## config.mk

```make
export PLATFORM = sky130hd
export DESIGN_NAME = ex_mem_reg
export DESIGN_NICKNAME = d
export VERILOG_FILES = /design/src/rtl/ex_mem_reg.sv
export SDC_FILE = /design/constraint.sdc
export NUM_CORES = 1
export LEC_CHECK = 0
export CELL_PAD_IN_SITES_DETAIL_PLACEMENT = 1
export CELL_PAD_IN_SITES_GLOBAL_PLACEMENT = 2
export CORE_UTILIZATION = 24
export CTS_CLUSTER_DIAMETER = 80
export DETAILED_ROUTE_END_ITERATION = 7
export GPL_TIMING_DRIVEN = 0
export PLACE_DENSITY_LB_ADDON = 0.1
export SLEW_MARGIN = 20
export SYNTH_ARGS = -nofsm -noshare
export SYNTH_HDL_FRONTEND = slang
export SYNTH_SLANG_ARGS = --single-unit
export TNS_END_PERCENT = 10
```

## constraint.sdc

```tcl
create_clock -name clk -period 2.6 [get_ports clk]
set_input_delay 0.26 -clock clk [delete_from_list [all_inputs] [get_ports clk]]
set_output_delay 0.26 -clock clk [all_outputs]
set_load 0.005 [all_outputs]
```

## src/rtl/ex_mem_reg.sv

```systemverilog
// EX/MEM pipeline register with architectural flags, a retired-instruction
// counter and a halt sequencer (RUN -> DRAIN -> HALTED).
module ex_mem_reg #(
    parameter int DST_W = 4
) (
    input  logic             clk,
    input  logic             rst_n,
    input  logic             stall,
    input  logic             flush,
    input  logic             ex_valid,
    input  logic [15:0]      ex_aluResult,
    input  logic [15:0]      ex_writeData,
    input  logic             ex_memRead,
    input  logic             ex_memWrite,
    input  logic             ex_regWrite,
    input  logic             ex_memToReg,
    input  logic             ex_sawBranch,
    input  logic             ex_setFlags,
    input  logic             ex_halt,
    input  logic [2:0]       ex_branchOp,
    input  logic [DST_W-1:0] ex_dst,
    input  logic             ex_N,
    input  logic             ex_Z,
    input  logic             ex_V,
    output logic [15:0]      address,
    output logic [15:0]      writeData,
    output logic             memRead,
    output logic             memWrite,
    output logic             regWrite,
    output logic             memToReg,
    output logic             sawBranch,
    output logic [2:0]       branchOp,
    output logic [DST_W-1:0] dst,
    output logic             valid,
    output logic             N,
    output logic             Z,
    output logic             V,
    output logic             hlt,
    output logic [15:0]      retired
);

    typedef enum logic [1:0] {RUN, DRAIN, HALTED} state_t;

    typedef struct packed {
        logic [15:0]      address;
        logic [15:0]      writeData;
        logic             memRead;
        logic             memWrite;
        logic             regWrite;
        logic             memToReg;
        logic             sawBranch;
        logic [2:0]       branchOp;
        logic [DST_W-1:0] dst;
    } memSlot_t;

    state_t   state, stateNext;
    logic [1:0] drainCnt, drainCntNext;
    memSlot_t slot, exSlot;

    always_comb begin
        exSlot.address   = ex_aluResult;
        exSlot.writeData = ex_writeData;
        exSlot.memRead   = ex_memRead;
        exSlot.memWrite  = ex_memWrite;
        exSlot.regWrite  = ex_regWrite;
        exSlot.memToReg  = ex_memToReg;
        exSlot.sawBranch = ex_sawBranch;
        exSlot.branchOp  = ex_branchOp;
        exSlot.dst       = ex_dst;
    end

    // Next-state logic; only consulted on non-stalled edges.
    always_comb begin
        stateNext    = state;
        drainCntNext = drainCnt;
        case (state)
            RUN: begin
                if (!flush && ex_valid && ex_halt) begin
                    stateNext    = DRAIN;
                    drainCntNext = 2'd2;
                end
            end
            DRAIN: begin
                if (drainCnt <= 2'd1) begin
                    stateNext    = HALTED;
                    drainCntNext = 2'd0;
                end else begin
                    drainCntNext = drainCnt - 2'd1;
                end
            end
            HALTED: stateNext = HALTED;
            default: begin
                stateNext    = RUN;
                drainCntNext = 2'd0;
            end
        endcase
    end

    always_ff @(posedge clk) begin
        if (!rst_n) begin
            state    <= RUN;
            drainCnt <= 2'd0;
            slot     <= '0;
            valid    <= 1'b0;
            N        <= 1'b0;
            Z        <= 1'b0;
            V        <= 1'b0;
            retired  <= 16'h0000;
        end else if (!stall) begin
            state    <= stateNext;
            drainCnt <= drainCntNext;
            if (flush) begin
                slot  <= '0;
                valid <= 1'b0;
            end else if (state == RUN) begin
                slot  <= exSlot;
                valid <= ex_valid;
                if (ex_valid) begin
                    retired <= retired + 16'd1;
                    if (ex_setFlags) begin
                        N <= ex_N;
                        Z <= ex_Z;
                        V <= ex_V;
                    end
                end
            end else begin
                // Draining/halted: data held, nothing new enters MEM.
                valid <= 1'b0;
            end
        end
    end

    assign address   = slot.address;
    assign writeData = slot.writeData;
    assign branchOp  = slot.branchOp;
    assign dst       = slot.dst;
    assign memRead   = valid & slot.memRead;
    assign memWrite  = valid & slot.memWrite;
    assign regWrite  = valid & slot.regWrite;
    assign memToReg  = valid & slot.memToReg;
    assign sawBranch = valid & slot.sawBranch;
    assign hlt       = (state == HALTED);

endmodule

```

Where the registers sit:
Drawn at 4 px/um. Other sequential cells in the stronger grey, the rest of the logic in the fainter grey.
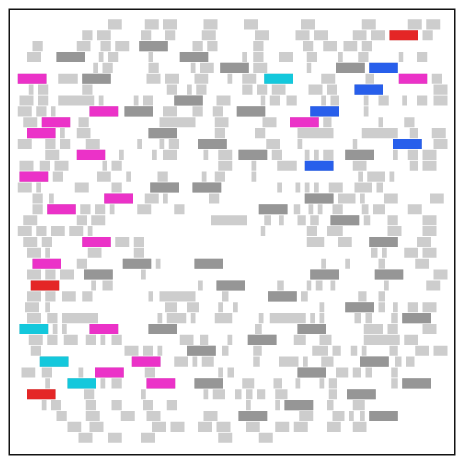
| colour | name in the netlist | sequential cells |
|---|---|---|
| blue | `slot` | 5 |
| red | `branchOp` | 3 |
| magenta | `address` | 16 |
| cyan | `dst` | 4 |
flop share of the area: 30.2%
fin util: 39.2%
Seq group: 0.00109 W

Floorplan with the power grid:
Drawn at 3 px/um. Pins as bars on the die edge. Tap cells in grey.
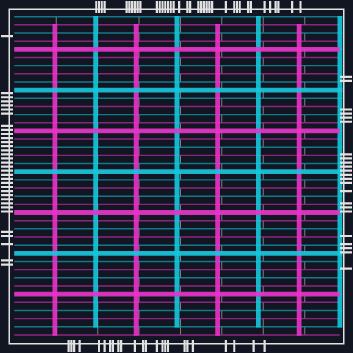
| colour | net |
|---|---|
| magenta | VSS |
| cyan | VDD |
met1 rails: 40
rows: 39
maximum vdd ir drop: 0.000432 V
die height: 111 um
die span in x: 111 um
core area: 0.0115 sq mm

Wiring by layer:
Drawn at 4 px/um.
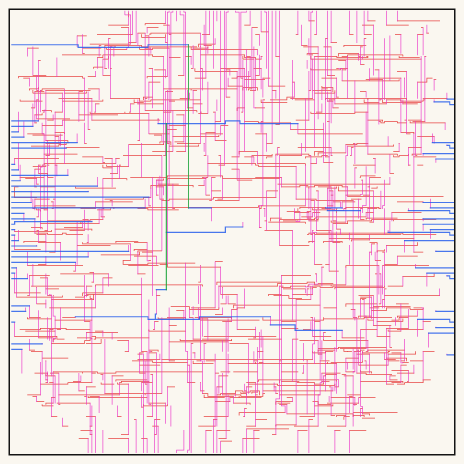
| colour | layer | wire length |
|---|---|---|
| green | metal 4 | 82.3 um |
| blue | metal 3 | 650 um |
| magenta | metal 2 | 4030 um |
| red | metal 1 | 3830 um |
Vias: 2659
post-detailed-route wirelength per cell: 14.4 um
drt total wl: 8600 um
GRT Util Overall: 14.8%

==> impl_metrics.json <==
{
  "ys_seq_share_pct": 47.7,
  "fin_crit_ns": 2.08,
  "hold_viol": 0,
  "flop_area_sq_mm": 0.00136,
  "grt_pass1_vias": 2750,
  "multi_input_comb_cells": 188,
  "drc": 12,
  "maxPowerGroup": "the clock network",
  "drv_cap": 0,
  "antenna_found_initial": 0,
  "crit_path_start_kind": "register",
  "skew_ns": 0.00210,
  "yosysWarningCount": 0,
  "drt_first_pass_iters": 8,
  "postSynthAreaPerCell_sq_um": 8.97,
  "path_class": "register to register",
  "largest_cell_class": "non-clock buffers",
  "timing.final.ws_setup_ns": 0.522,
  "clock_power_share_pct": 46.8,
  "syn_inst": 318,
  "clockNetworkAreaShare_pct": 6.68,
  "gr-max-usage-layer": "met2",
  "nets": 505,
  "met2_usage_pct": 23.5,
  "flop_cell": "dfxtp_1",
  "cts_max_path_buffers": 2,
  "crit_path_start": "state[0]",
  "cp.required_ns": 2.86,
  "dp_slack_ns": 0.321,
  "portBuffers": 118,
  "violations": "DRC",
  "clock_buffer_count": 16,
  "rsz0062_at_grt": "no",
  "cts_tree": "done",
  "fmax_mhz": 481,
  "status": "finished, violations left",
  "final_layout_top_logic_cells": "clkdlybuf4s50_1, dfxtp_1, nor2_1, a22oi_1, buf_4",
  "min_to": "N",
  "routed_via_density": 4.47,
  "nFillCells": 1371,
  "power.leakage_nw": 1.67,
  "relSlewSlack_pct": 56.0,
  "max_stage_delay_ns": 0.55,
  "hold_ws_ns": 0.459,
  "r2r-start": "state[0]",
  "fin_area_sq_mm": 0.00451,
  "syn-num-nets": 376,
  "grt_pass1_wl_um": 14100,
  "nWellTaps": 143,
  "finalMaxSlewViolations": 0,
  "yosys_cells": 318,
  "tool_warnings": 28,
  "use_met1_pct": 17.7,
  "hp-start": "N",
  "lay_top_count": "clkdlybuf4s50_1",
  "hpwl_um": 6100,
  "use_met3_pct": 7.44
}
The clock network:
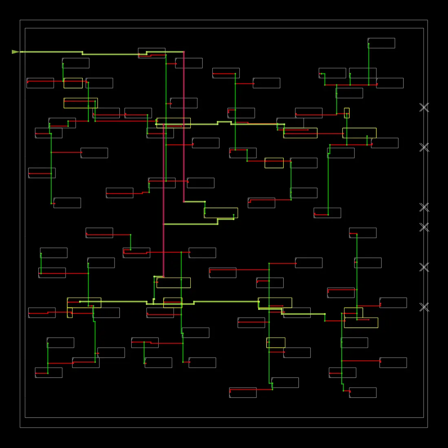
clock group total power: 0.00122 W
Num CTS Buffers: 9
Seq Cell Count: 68
clk latency late pin: 0.33 ns
clock sinks: 68

Cell area per tile:
Drawn at 3 px/um. 11 x 11 tiles, from white (low) to dark blue (high), 0 to 100% covered.
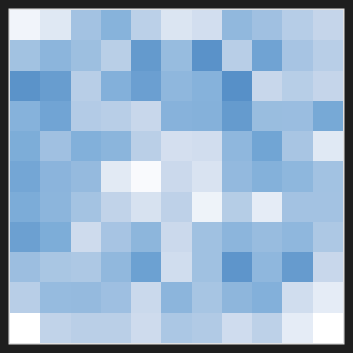
fullest tile: 61%
nearly empty tiles: 1.7%
mean over tiles: 35%
emptiest ninth of the die: middle
Floorplan Utilization: 24.8%

[logic make-up (layout without fill, tap and decap cells)]
family	after synthesis	after routing	synth area share, %
AND/OR/NAND/NOR	105	105	17.4
AND-OR/OR-AND	68	68	16.4
flip-flops	68	68	47.7
buffers and inverters	62	196	13.3
XOR/XNOR	10	10	3.07
adder cells (fa/ha/maj)	4	4	1.75
multiplexers	1	1	0.351
[critical path, delay by kind of cell, from the launching register on]
kind	cells	cell delay, ns
and+or+nand+nor	1	0.13
adders and majority gates	1	0.18
buffers and inverters	3	0.70
DFF	1	0.33
AOI/OAI and AO/OA	2	0.68
Power and IR drop assume default switching activity.
